[config.mk]
export PLATFORM = sky130hd
export DESIGN_NAME = controlador_fechadura_flat
export DESIGN_NICKNAME = d
export VERILOG_FILES = /design/src/rtl/fechadura_pkg.sv /design/src/rtl/controlador_fechadura_if.sv /design/src/rtl/conta_digitos.sv /design/src/rtl/controlador_fechadura.sv /design/src/flat_wrapper.sv
export SDC_FILE = /design/constraint.sdc
export NUM_CORES = 1
export LEC_CHECK = 0
export CORE_ASPECT_RATIO = 1.75
export CORE_MARGIN = 3
export CORE_UTILIZATION = 59
export DETAILED_ROUTE_END_ITERATION = 8
export PLACE_DENSITY_LB_ADDON = 0.05
export SETUP_SLACK_MARGIN = 0.15
export SLEW_MARGIN = 20
export SYNTH_ARGS = -nofsm -noshare
export SYNTH_HDL_FRONTEND = slang
export SYNTH_SLANG_ARGS = --single-unit
[constraint.sdc]
create_clock -name clk -period 19.6 [get_ports clk]
set_input_delay 5.88 -clock clk [delete_from_list [all_inputs] [get_ports clk]]
set_output_delay 5.88 -clock clk [all_outputs]
set_load 0.01 [all_outputs]
[src/rtl/fechadura_pkg.sv]
// Shared types for the electronic lock: keypad packet format, controller states, packet classes.
package fechadura_pkg;

    localparam int unsigned NUM_NIB   = 20;
    localparam int unsigned CNT_DIG_W = 5;

    // digits[0] is the most recently typed digit; unused positions hold 4'hF
    typedef struct packed {
        logic [NUM_NIB-1:0][3:0] digits;
    } senhaPac_t;

    localparam senhaPac_t PAC_TIMEOUT   = senhaPac_t'({NUM_NIB{4'hE}});
    localparam senhaPac_t PAC_CANCEL    = senhaPac_t'({NUM_NIB{4'hB}});
    localparam senhaPac_t PAC_EMPTY     = senhaPac_t'({NUM_NIB{4'hF}});
    localparam senhaPac_t MASTER_PW_DEF = senhaPac_t'({{16{4'hF}}, 16'h9999});
    localparam senhaPac_t USER0_PW_DEF  = senhaPac_t'({{16{4'hF}}, 16'h1234});

    typedef enum logic [2:0] {
        ST_IDLE,
        ST_CHECK,
        ST_OPEN,
        ST_LOCKOUT,
        ST_PROG_SLOT,
        ST_PROG_PASS
    } ctrl_state_t;

    typedef enum logic [1:0] {
        CL_DIGITS,
        CL_TIMEOUT,
        CL_CANCEL
    } pac_class_t;

    function automatic pac_class_t classifica(input senhaPac_t p);
        if (p == PAC_TIMEOUT) return CL_TIMEOUT;
        if (p == PAC_CANCEL)  return CL_CANCEL;
        return CL_DIGITS;
    endfunction

endpackage

[src/rtl/controlador_fechadura_if.sv]
// Keypad-decoder / lock-controller bundle. FECHADURA_SENSOR_PORTA_EN adds the door sensor input.
interface controlador_fechadura_if;
    import fechadura_pkg::*;

    senhaPac_t   digitos_value;
    logic        digitos_valid;
    logic        teclado_en;
    logic        tranca;
    logic        bloqueado;
    logic        modo_prog;
    logic        erro;
    logic [3:0]  tentativas;
`ifdef FECHADURA_SENSOR_PORTA_EN
    logic        porta_aberta;
`endif

    modport master (
`ifdef FECHADURA_SENSOR_PORTA_EN
        output porta_aberta,
`endif
        output digitos_value,
        output digitos_valid,
        input  teclado_en,
        input  tranca,
        input  bloqueado,
        input  modo_prog,
        input  erro,
        input  tentativas
    );

    modport slave (
`ifdef FECHADURA_SENSOR_PORTA_EN
        input  porta_aberta,
`endif
        input  digitos_value,
        input  digitos_valid,
        output teclado_en,
        output tranca,
        output bloqueado,
        output modo_prog,
        output erro,
        output tentativas
    );

endinterface

[src/rtl/conta_digitos.sv]
// Combinational count of typed (non-F) nibbles in a keypad packet.
module conta_digitos
    import fechadura_pkg::*;
(
    input  senhaPac_t              i_pac,
    output logic [CNT_DIG_W-1:0]   o_qtd_c
);

    always_comb begin
        o_qtd_c = '0;
        for (int i = 0; i < int'(NUM_NIB); i++) begin
            if (i_pac.digits[i] != 4'hF) o_qtd_c = o_qtd_c + CNT_DIG_W'(1);
        end
    end

endmodule

[src/rtl/controlador_fechadura.sv]
// Lock sequencer: password check, bolt timing, lockout and master-gated slot programming.
// Optional door sensor: define FECHADURA_SENSOR_PORTA_EN.
module controlador_fechadura
    import fechadura_pkg::*;
#(
    parameter int unsigned NUM_USERS   = 4,
    parameter int unsigned MIN_DIGITS  = 4,
    parameter int unsigned MAX_TRIES   = 3,
    parameter int unsigned UNLOCK_CYC  = 5000,
    parameter int unsigned LOCKOUT_CYC = 20000,
    parameter senhaPac_t   MASTER_PW   = MASTER_PW_DEF,
    parameter senhaPac_t   USER0_PW    = USER0_PW_DEF
) (
    input  logic                     clk,
    input  logic                     rst,
    controlador_fechadura_if.slave   bus
);

    localparam int unsigned MAX_CYC = (UNLOCK_CYC > LOCKOUT_CYC) ? UNLOCK_CYC : LOCKOUT_CYC;
    localparam int unsigned CNT_W   = $clog2(MAX_CYC);
    localparam int unsigned TRY_W   = $clog2(MAX_TRIES + 1);
    localparam int unsigned SLOT_W  = (NUM_USERS > 1) ? $clog2(NUM_USERS) : 1;

    ctrl_state_t           r_state, w_state_nxt;
    logic [CNT_W-1:0]      r_cnt, w_cnt_nxt;
    logic [TRY_W-1:0]      r_tent, w_tent_nxt;
    logic [SLOT_W-1:0]     r_slot_sel, w_slot_sel_nxt;
    senhaPac_t             r_pac;
    senhaPac_t             r_slots [NUM_USERS];

    logic                  r_teclado_en, r_tranca, r_bloqueado, r_modo_prog, r_erro;
    logic                  w_teclado_nxt, w_erro_nxt, w_flush, w_wr_en;

    senhaPac_t             w_pac;
    pac_class_t            w_cls;
    logic [CNT_DIG_W-1:0]  w_qtd;
    logic                  w_valid, w_curto, w_mestre, w_match, w_slot_ok;

`ifdef FECHADURA_SENSOR_PORTA_EN
    logic                  r_porta_vista, r_fecha_pend;
`endif

    // Keypad strobes are ignored while the decoder is held disabled
    assign w_valid   = bus.digitos_valid & r_teclado_en;
    assign w_pac     = (r_state == ST_CHECK) ? r_pac : bus.digitos_value;
    assign w_cls     = classifica(w_pac);
    assign w_curto   = (w_qtd < CNT_DIG_W'(MIN_DIGITS));
    assign w_mestre  = (w_pac == MASTER_PW);
    assign w_slot_ok = (w_pac.digits[0] != 4'h0) && (w_pac.digits[0] <= 4'(NUM_USERS));

    conta_digitos u_conta_digitos (
        .i_pac   (w_pac),
        .o_qtd_c (w_qtd)
    );

    // Empty slots never match, so a blank password cannot open the lock
    always_comb begin
        w_match = 1'b0;
        for (int i = 0; i < int'(NUM_USERS); i++) begin
            if ((r_slots[i] != PAC_EMPTY) && (r_slots[i] == r_pac)) w_match = 1'b1;
        end
    end

    always_comb begin
        w_state_nxt    = r_state;
        w_cnt_nxt      = r_cnt;
        w_tent_nxt     = r_tent;
        w_slot_sel_nxt = r_slot_sel;
        w_wr_en        = 1'b0;
        w_erro_nxt     = 1'b0;
        w_flush        = 1'b0;

        case (r_state)
            ST_IDLE: begin
                if (w_valid && (w_cls == CL_DIGITS)) w_state_nxt = ST_CHECK;
            end
            ST_CHECK: begin
                w_flush = 1'b1;
                if (w_curto) begin
                    w_state_nxt = ST_IDLE;
                end else if (w_mestre) begin
                    w_state_nxt = ST_PROG_SLOT;
                    w_tent_nxt  = '0;
                end else if (w_match) begin
                    w_state_nxt = ST_OPEN;
                    w_tent_nxt  = '0;
                end else begin
                    w_erro_nxt = 1'b1;
                    if (r_tent >= TRY_W'(MAX_TRIES - 1)) begin
                        w_tent_nxt  = TRY_W'(MAX_TRIES);
                        w_state_nxt = ST_LOCKOUT;
                    end else begin
                        w_tent_nxt  = r_tent + TRY_W'(1);
                        w_state_nxt = ST_IDLE;
                    end
                end
            end
            ST_OPEN: begin
`ifdef FECHADURA_SENSOR_PORTA_EN
                // Timer expiry waits for a closed door; a door closing relocks early
                if (r_fecha_pend) begin
                    w_state_nxt = ST_IDLE;
                end else if (r_cnt == CNT_W'(UNLOCK_CYC - 1)) begin
                    if (!bus.porta_aberta) w_state_nxt = ST_IDLE;
                end else begin
                    w_cnt_nxt = r_cnt + CNT_W'(1);
                end
`else
                if (r_cnt == CNT_W'(UNLOCK_CYC - 1)) w_state_nxt = ST_IDLE;
                else                                 w_cnt_nxt   = r_cnt + CNT_W'(1);
`endif
            end
            ST_LOCKOUT: begin
                if (r_cnt == CNT_W'(LOCKOUT_CYC - 1)) begin
                    w_state_nxt = ST_IDLE;
                    w_tent_nxt  = '0;
                end else begin
                    w_cnt_nxt = r_cnt + CNT_W'(1);
                end
            end
            ST_PROG_SLOT: begin
                if (w_valid) begin
                    w_flush = 1'b1;
                    if ((w_cls == CL_DIGITS) && w_slot_ok) begin
                        w_slot_sel_nxt = SLOT_W'(w_pac.digits[0] - 4'd1);
                        w_state_nxt    = ST_PROG_PASS;
                    end else begin
                        w_erro_nxt  = 1'b1;
                        w_state_nxt = ST_IDLE;
                    end
                end
            end
            ST_PROG_PASS: begin
                if (w_valid) begin
                    w_flush     = 1'b1;
                    w_state_nxt = ST_IDLE;
                    if ((w_cls == CL_DIGITS) && !w_curto && !w_mestre) w_wr_en    = 1'b1;
                    else                                                w_erro_nxt = 1'b1;
                end
            end
            default: begin
                w_state_nxt = ST_IDLE;
            end
        endcase

        if (w_state_nxt != r_state) w_cnt_nxt = '0;

        w_teclado_nxt = !w_flush && (w_state_nxt != ST_OPEN) && (w_state_nxt != ST_LOCKOUT);
    end

    // State, counters and registered outputs
    always_ff @(posedge clk or posedge rst) begin
        if (rst) begin
            r_state      <= ST_IDLE;
            r_cnt        <= '0;
            r_tent       <= '0;
            r_teclado_en <= 1'b1;
            r_tranca     <= 1'b1;
            r_bloqueado  <= 1'b0;
            r_modo_prog  <= 1'b0;
            r_erro       <= 1'b0;
        end else begin
            r_state      <= w_state_nxt;
            r_cnt        <= w_cnt_nxt;
            r_tent       <= w_tent_nxt;
            r_teclado_en <= w_teclado_nxt;
            r_tranca     <= (w_state_nxt != ST_OPEN);
            r_bloqueado  <= (w_state_nxt == ST_LOCKOUT);
            r_modo_prog  <= (w_state_nxt == ST_PROG_SLOT) || (w_state_nxt == ST_PROG_PASS);
            r_erro       <= w_erro_nxt;
        end
    end

    // Latched attempt, slot selection and password storage
    always_ff @(posedge clk or posedge rst) begin
        if (rst) begin
            r_pac      <= PAC_EMPTY;
            r_slot_sel <= '0;
            for (int i = 0; i < int'(NUM_USERS); i++) begin
                r_slots[i] <= (i == 0) ? USER0_PW : PAC_EMPTY;
            end
        end else begin
            r_slot_sel <= w_slot_sel_nxt;
            if ((r_state == ST_IDLE) && w_valid) r_pac <= bus.digitos_value;
            if (w_wr_en) r_slots[r_slot_sel] <= bus.digitos_value;
        end
    end

`ifdef FECHADURA_SENSOR_PORTA_EN
    // Remember the door opened during this unlock; flag the cycle after it closes again
    always_ff @(posedge clk or posedge rst) begin
        if (rst) begin
            r_porta_vista <= 1'b0;
            r_fecha_pend  <= 1'b0;
        end else begin
            r_porta_vista <= (r_state == ST_OPEN) && (r_porta_vista || bus.porta_aberta);
            r_fecha_pend  <= (r_state == ST_OPEN) && (w_state_nxt == ST_OPEN) &&
                             r_porta_vista && !bus.porta_aberta;
        end
    end
`endif

    assign bus.teclado_en = r_teclado_en;
    assign bus.tranca     = r_tranca;
    assign bus.bloqueado  = r_bloqueado;
    assign bus.modo_prog  = r_modo_prog;
    assign bus.erro       = r_erro;
    assign bus.tentativas = 4'(r_tent);

endmodule

[src/flat_wrapper.sv]
// flat-port wrapper written by rule: the top's interface ports become plain ports
module controlador_fechadura_flat import fechadura_pkg::*;
#(
    parameter int unsigned NUM_USERS   = 4,
    parameter int unsigned MIN_DIGITS  = 4,
    parameter int unsigned MAX_TRIES   = 3,
    parameter int unsigned UNLOCK_CYC  = 5000,
    parameter int unsigned LOCKOUT_CYC = 20000,
    parameter senhaPac_t   MASTER_PW   = MASTER_PW_DEF,
    parameter senhaPac_t   USER0_PW    = USER0_PW_DEF
)
  (clk, rst, bus_digitos_value, bus_digitos_valid, bus_teclado_en, bus_tranca, bus_bloqueado, bus_modo_prog, bus_erro, bus_tentativas);
  controlador_fechadura_if bus_i ();
  input  logic clk;
  input  logic rst;
  input wire logic [$bits(bus_i.digitos_value)-1:0] bus_digitos_value;
  input wire logic [$bits(bus_i.digitos_valid)-1:0] bus_digitos_valid;
  output wire logic [$bits(bus_i.teclado_en)-1:0] bus_teclado_en;
  output wire logic [$bits(bus_i.tranca)-1:0] bus_tranca;
  output wire logic [$bits(bus_i.bloqueado)-1:0] bus_bloqueado;
  output wire logic [$bits(bus_i.modo_prog)-1:0] bus_modo_prog;
  output wire logic [$bits(bus_i.erro)-1:0] bus_erro;
  output wire logic [$bits(bus_i.tentativas)-1:0] bus_tentativas;
  assign bus_i.digitos_value = bus_digitos_value;
  assign bus_i.digitos_valid = bus_digitos_valid;
  assign bus_teclado_en = bus_i.teclado_en;
  assign bus_tranca = bus_i.tranca;
  assign bus_bloqueado = bus_i.bloqueado;
  assign bus_modo_prog = bus_i.modo_prog;
  assign bus_erro = bus_i.erro;
  assign bus_tentativas = bus_i.tentativas;
  controlador_fechadura #(.NUM_USERS(NUM_USERS), .MIN_DIGITS(MIN_DIGITS), .MAX_TRIES(MAX_TRIES), .UNLOCK_CYC(UNLOCK_CYC), .LOCKOUT_CYC(LOCKOUT_CYC), .MASTER_PW(MASTER_PW), .USER0_PW(USER0_PW)) u_core (.clk(clk), .rst(rst), .bus(bus_i));
endmodule
==> results.sh <==
# physical design summary
export IMPL_taps=561
export IMPL_logic_family="multiplexers"
export IMPL_setup_viol=0
export IMPL_die_width_um=163.0
export IMPL_topCellsByArea="dfstp_2, mux2_2, xor2_1, mux2_1, nand4_1"
export IMPL_setup_tns_ns=0
export IMPL_synth_cell_area_mm2=0.02545
export IMPL_critPathLaunchType="primary input"
export IMPL_ys_seq_elements=427
export IMPL_max_slew_worst_pin_slew_ns=1.295
export IMPL_status="finished clean"
export IMPL_gp_congestion=1.099
export IMPL_regToRegStartpoint="u_core.r_state[1]"
export IMPL_seq_share_pct=39.21
export IMPL_n_sequential_cell=427
export IMPL_cts_sinks=427
export IMPL_dp_slack_ns=0.3959
export IMPL_period_used_pct=95.91
export IMPL_nonClkBufAreaFrac_pct=5.119
export IMPL_path_clk_slew_ns=0.06
export IMPL_rsz0062_at_grt="no"
export IMPL_comb_share_pct=47.34
export IMPL_critPathKind="in2reg"
export IMPL_grt_total_usage_pct=49.79
export IMPL_synthCells=2224
## flip-flops by register name, summed over array words and instances (netlist names)
name                   cells
u_core.bus.bloqueado       1
u_core.bus.erro            1
u_core.bus.modo_prog       1
u_core.bus.teclado_en      1
u_core.bus.tranca          1
u_core.r_cnt              15
u_core.r_pac              80
u_core.r_slot_sel          2
u_core.r_slots           320
u_core.r_state             3
u_core.r_tent              2
## stage by stage
step	hold slack [ns]	cell area (um^2)	utilization, %	instances
after floorplan	0.4916	25450	-	2225
after global placement	0.5280	26910	63.27	2786
after detailed placement	0.5433	26910	63.27	2786
after CTS	0.5632	28420	66.81	2862
after global routing	0.5746	28490	66.98	2864
final	0.5699	28500	66.99	2866
## path summary, 6_finish.rpt
kind	cells after the start	slack, ns	endpoint
worst max-delay path	65	0.80	u_core.r_slots[107]
worst min-delay path	1	0.57	u_core.r_slots[250]
worst max register to register	66	5.30	u_core.r_slots[107]
worst min register to register	1	0.57	u_core.r_slots[250]
max in group asynchronous	4	11.42	u_core.r_slots[144]
min in group asynchronous	2	6.02	u_core.r_slots[251]
## per-layer routing
| layer | wire [um] | up-vias | GRT usage [%] |
|---|---|---|---|
| met5 | 42 | - | 0.1082 |
| met4 | 15290 | 6 | 47.47 |
| met3 | 10280 | 641 | 10.71 |
| met2 | 52510 | 1600 | 79.33 |
| met1 | 36630 | 10504 | 54.19 |
| li1 | - | 8194 | - |
## cells in the final DEF (no fill, tap or decap), types with 6 or more instances in the layout
cell / count
nand4_1: 173
or4_1: 7
clkbuf_16: 43
clkdlybuf4s50_1: 89
nand3b_1: 6
buf_12: 13
clkbuf_1: 9
o21ai_0: 35
and2_1: 9
and3_1: 9
xnor2_1: 115
xor2_1: 259
o211ai_1: 7
mux2_1: 149
nand2_1: 82
a31oi_1: 6
nor4bb_1: 15
o22ai_1: 11
mux2_2: 248
a31o_2: 7
bufinv_16: 8
nor3b_1: 7
ha_1: 22
buf_4: 40
nor2_1: 80
dfrtp_1: 36
nor4_1: 89
nor4b_1: 8
nor3_1: 27
a211oi_1: 6
nand3_1: 52
nand2b_1: 8
inv_1: 39
a21oi_1: 23
mux2i_1: 25
dfstp_2: 391
clkbuf_8: 6
## critical path, delay by kind of cell
kind	cells	cell delay, ns
xor+xnor	6	1.00
compound gates	21	3.92
simple gates	16	2.58
buf+inv	7	1.52
fa+ha+maj	10	3.00
mux	5	1.29
## cells by family (layout without fill, tap and decap cells)
logic type / Yosys count / count (layout)
AND/OR/NAND/NOR: 613 / 613
multiplexers: 427 / 427
flip-flops: 427 / 427
XOR/XNOR: 391 / 391
buffers and inverters: 181 / 259
AND-OR/OR-AND: 161 / 161
adder cells (fa/ha/maj): 23 / 23
other: 1 / 4
## timing repair
item,CTS,global route
endpoints found under the setup margin,0,304
resized,0,3
hold buffers,0,0
setup buffers,0,1
Figure 1. Signal wires by layer.
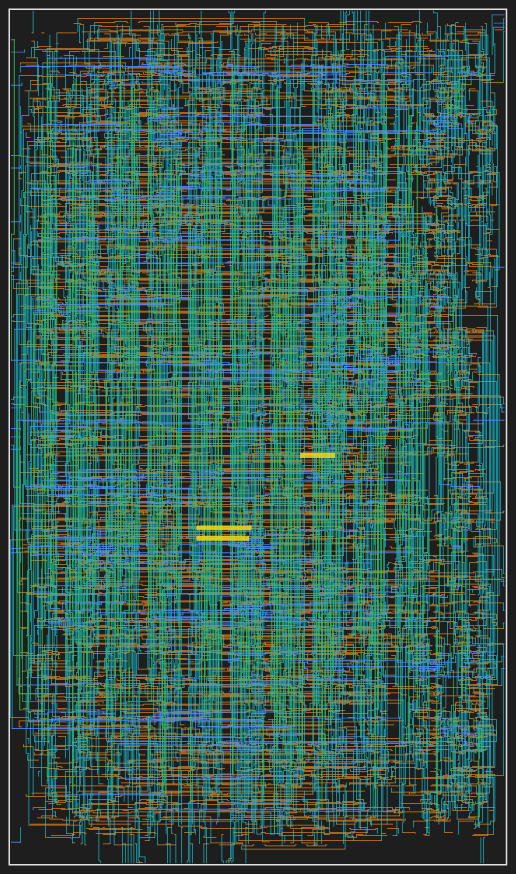
legend:
  M4:
    colour: green
    wire_length: 15300 um
  M3:
    colour: blue
    wire_length: 10300 um
  M5:
    colour: yellow
    wire_length: 42.1 um
  M1:
    colour: orange
    wire_length: 36.6 mm
  M2:
    colour: cyan
    wire_length: 52.5 mm

Figure 2. Drive-strength map.
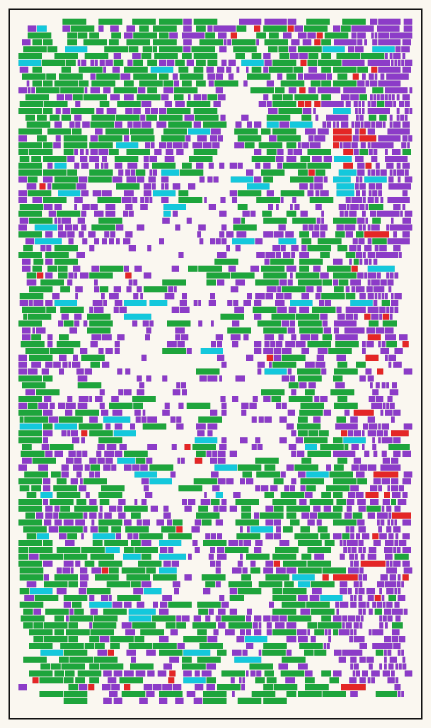
legend:
  x6 and larger:
    colour: cyan
    cells: 74
    most_used: clkbuf_16
  x2:
    colour: green
    cells: 678
    most_used: dfstp_2
  x3 and x4:
    colour: red
    cells: 59
    most_used: buf_4
  x1 and smaller:
    colour: purple
    cells: 1492
    most_used: xor2_1

Figure 3. Wires at chosen ports, followed through buffers.
Scale bar: 50 um.
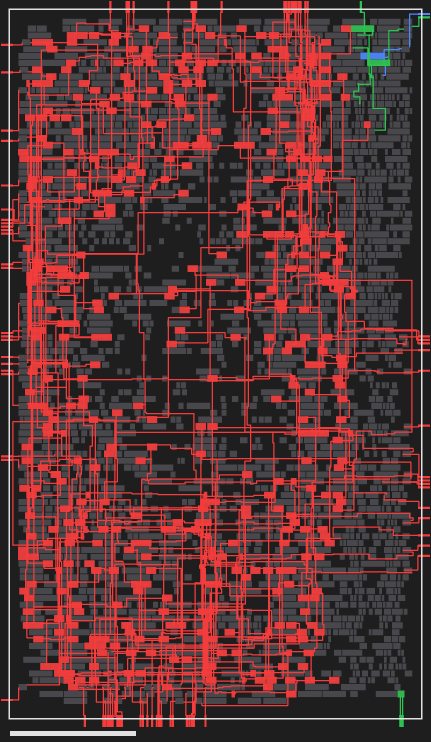
legend:
  `bus_digitos_value`:
    colour: red
    bits: 80
    direction: input
    edge: 23 south, 23 west, 19 north, 15 east
    end_cells: 464
    buffers: 97
    wire: 16400 um
  `bus_teclado_en`:
    colour: blue
    bits: 1
    direction: output
    edge: east
    end_cells: 1
    buffers: 1
    wire: 37.5 um
  `bus_tentativas`:
    colour: green
    bits: 4
    direction: output
    edge: 2 south, 1 east, 1 north
    end_cells: 4
    buffers: 2
    wire: 159 um

